Fig. 1: clock wires, drivers and flops
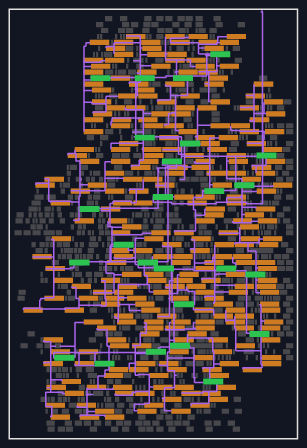
Fig. 2: placement by cell class
The bar under the picture is 50 um long.
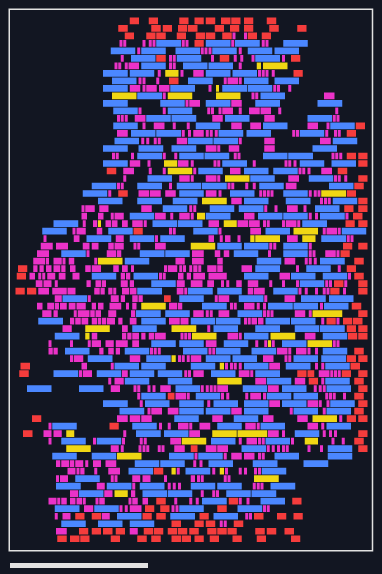
Design mpu_frame_assembler, sky130hd; sources not shown.
==> run notes <==
run metrics: post-synthesis chip area from yosys around 0.011 mm^2, layout net count 1,141, combinational power 200 uW, routed wire length per instance 17.0 um, proportion of cell area occupied by multi-input gates ~29%, number of I/O pins 146, Post-Syn Area around 0.011 mm^2, share of Yosys cell area claimed by the top area cell type 61.4%, minimum clock period between 4000 and 5000 ps, Synth flops between 200 and 300, tapcell count 324, post-cts repair resize count 0, tally of filler cells in the layout 2,085, mean post-synth cell area 11.1 um^2, setup repair after global routing missed its margin no, quantity of I/O buffers inserted on ports 145, multi-input gates 660, max-slew headroom at the worst pin 29.8%, worst min path class register to register, Async SR Flop Fraction 100%, initial DRC count 487, WP data required 8920 ps, internal power 1.62 mW, count of cells along the worst hold path 2, Switching Fraction 23.9%, number of max-cap violations 0, final-layout clock buffer total 34, combinational group share of total power a little under a tenth, # diodes 0, Logic area between 0.003 and 0.004 mm^2, non-filler instance count after layout 1,460, highest attainable clock frequency 0.232 GHz, TritonCTS Buffers 25, data arrival time at the worst-slack endpoint 2080 ps, hold violation count in the final report 0, most frequent cells after synthesis 371 x sky130_fd_sc_hd__nand2_1, 270 x sky130_fd_sc_hd__dfrtp_1, 110 x sky130_fd_sc_hd__mux2_2, Worst Setup Start Kind register, largest contributor to cell area by class sequential cells, instance tally after logic synthesis between 900 and 1k, number of flops mapped to enable cells by yosys 0, horizontal die dimension 131 um, Flop pwr share between 50 and 60%, result of the run complete, no violations, hold-fix buffers at CTS 0, Final ANT Viol Nets 0, largest net degree at the start of global routing 110, number of clock sinks 270, # DRC 0, number of cell rows approximately 70, Final Cycle Share 38.6%, last weighted congestion value of the routability-driven placer roughly 0.83, share of final layout cell area taken by clock buffers and inverters just over 6%, number of cells traversed by the worst register-to-register path 8, P_seq 1.07 mW, clock tree from TritonCTS done, Synth area leader sky130_fd_sc_hd__dfrtp_1, fraction of the core area occupied by cells at floorplan a little under half, Worst Setup End Kind output pin, post-DP HPWL roughly 16,000 um, top power group registers, buffering overhead 11.0%, Mapped Nets 1,014, Yosys warning total 0, Layout area overhead 22.6%, placed insts 1,415, count of vias placed by the detailed router ~7.5k, power attributed to the clock group 859 uW, maximum ir drop on the vdd rail 113 uV, cell at the root of the clock tree sky130_fd_sc_hd__clkbuf_16, Cell area leaders sky130_fd_sc_hd__dfrtp_1 61%, sky130_fd_sc_hd__nand2_1 13%, sky130_fd_sc_hd__mux2_2 11%, dominant cell by count in the synthesized netlist sky130_fd_sc_hd__nand2_1
## Picture notes: Fig. 1
- orange: flip-flops (count 270)
- purple: clock wires (length 2,920 um)
- green: clock drivers (count 25)
- routed clock nets: 26
proportion of power drawn by the clock network: 40.3%
post-route clock skew: 10.7 ps

## Picture notes: Fig. 2
- magenta: combinational and other logic (cells 672; share of their area 31%)
- blue: flops (cells 270; share of their area 52%)
- yellow: clock drivers and dummy loads (cells 45; share of their area 6.4%)
- red: other buffers and delay cells (cells 149; share of their area 11%)
fraction of area in registers: 50.1%
floorplan core area: 0.0244 mm^2
Layout Cell Area excl Fill: 0.0135 mm^2
share of the core filled with cells: 55.2%

## metrics by stage
stage / area [um^2] / power (mW) / utilization (%) / setup slack (ps) / hold WS, ps
finish: 13500 / 2.13 / 55.2 / 6840 / 463
global route: 13500 / 2.21 / 55.2 / 6720 / 481
CTS: 13500 / 2.14 / 55.2 / 6830 / 462
detailed placement: 12700 / 1.29 / 51.8 / 6410 / 445
global placement: 12700 / 1.28 / 51.8 / 6400 / 442
floorplan: 11000 / 1.22 / - / 1480 / 433
## routing by layer
layer  share of wire (%)  up-vias  track usage, %
li1                    -     3520               -
met1                  42     3765            24.9
met2                  53      165            35.7
met3                 3.9       24            2.71
met4                 1.6        0            4.88
met5                   0        -               0
## critical path: stages, from the launching register on
cell	delay (ps)
sky130_fd_sc_hd__dfrtp_1	410
sky130_fd_sc_hd__inv_1	110
sky130_fd_sc_hd__ha_1	360
sky130_fd_sc_hd__clkdlybuf4s50_1	680
## layout by cell type (no fill, tap or decap), types with 11 or more instances in the layout
master                              n
sky130_fd_sc_hd__dfrtp_1          270
sky130_fd_sc_hd__clkbuf_16         25
sky130_fd_sc_hd__nand2_1          371
sky130_fd_sc_hd__mux2i_1           14
sky130_fd_sc_hd__mux2_2           110
sky130_fd_sc_hd__nand4_1           11
sky130_fd_sc_hd__xnor2_1           11
sky130_fd_sc_hd__nand3_1           16
sky130_fd_sc_hd__clkdlybuf4s50_1  145
sky130_fd_sc_hd__a21oi_1           13
## cell families (layout without fill, tap and decap cells)
logic type,after synthesis,in the layout,share of synthesized area (%)
AND/OR/NAND/NOR,469,469,18.6
flip-flops,270,270,61.4
multiplexers,126,126,12.7
buffers and inverters,61,206,2.57
AND-OR/OR-AND,40,40,2.35
XOR/XNOR,15,15,1.19
adder cells (fa/ha/maj),10,10,1.14
Power figures rest on the tool's default switching activity, not on a simulated workload.
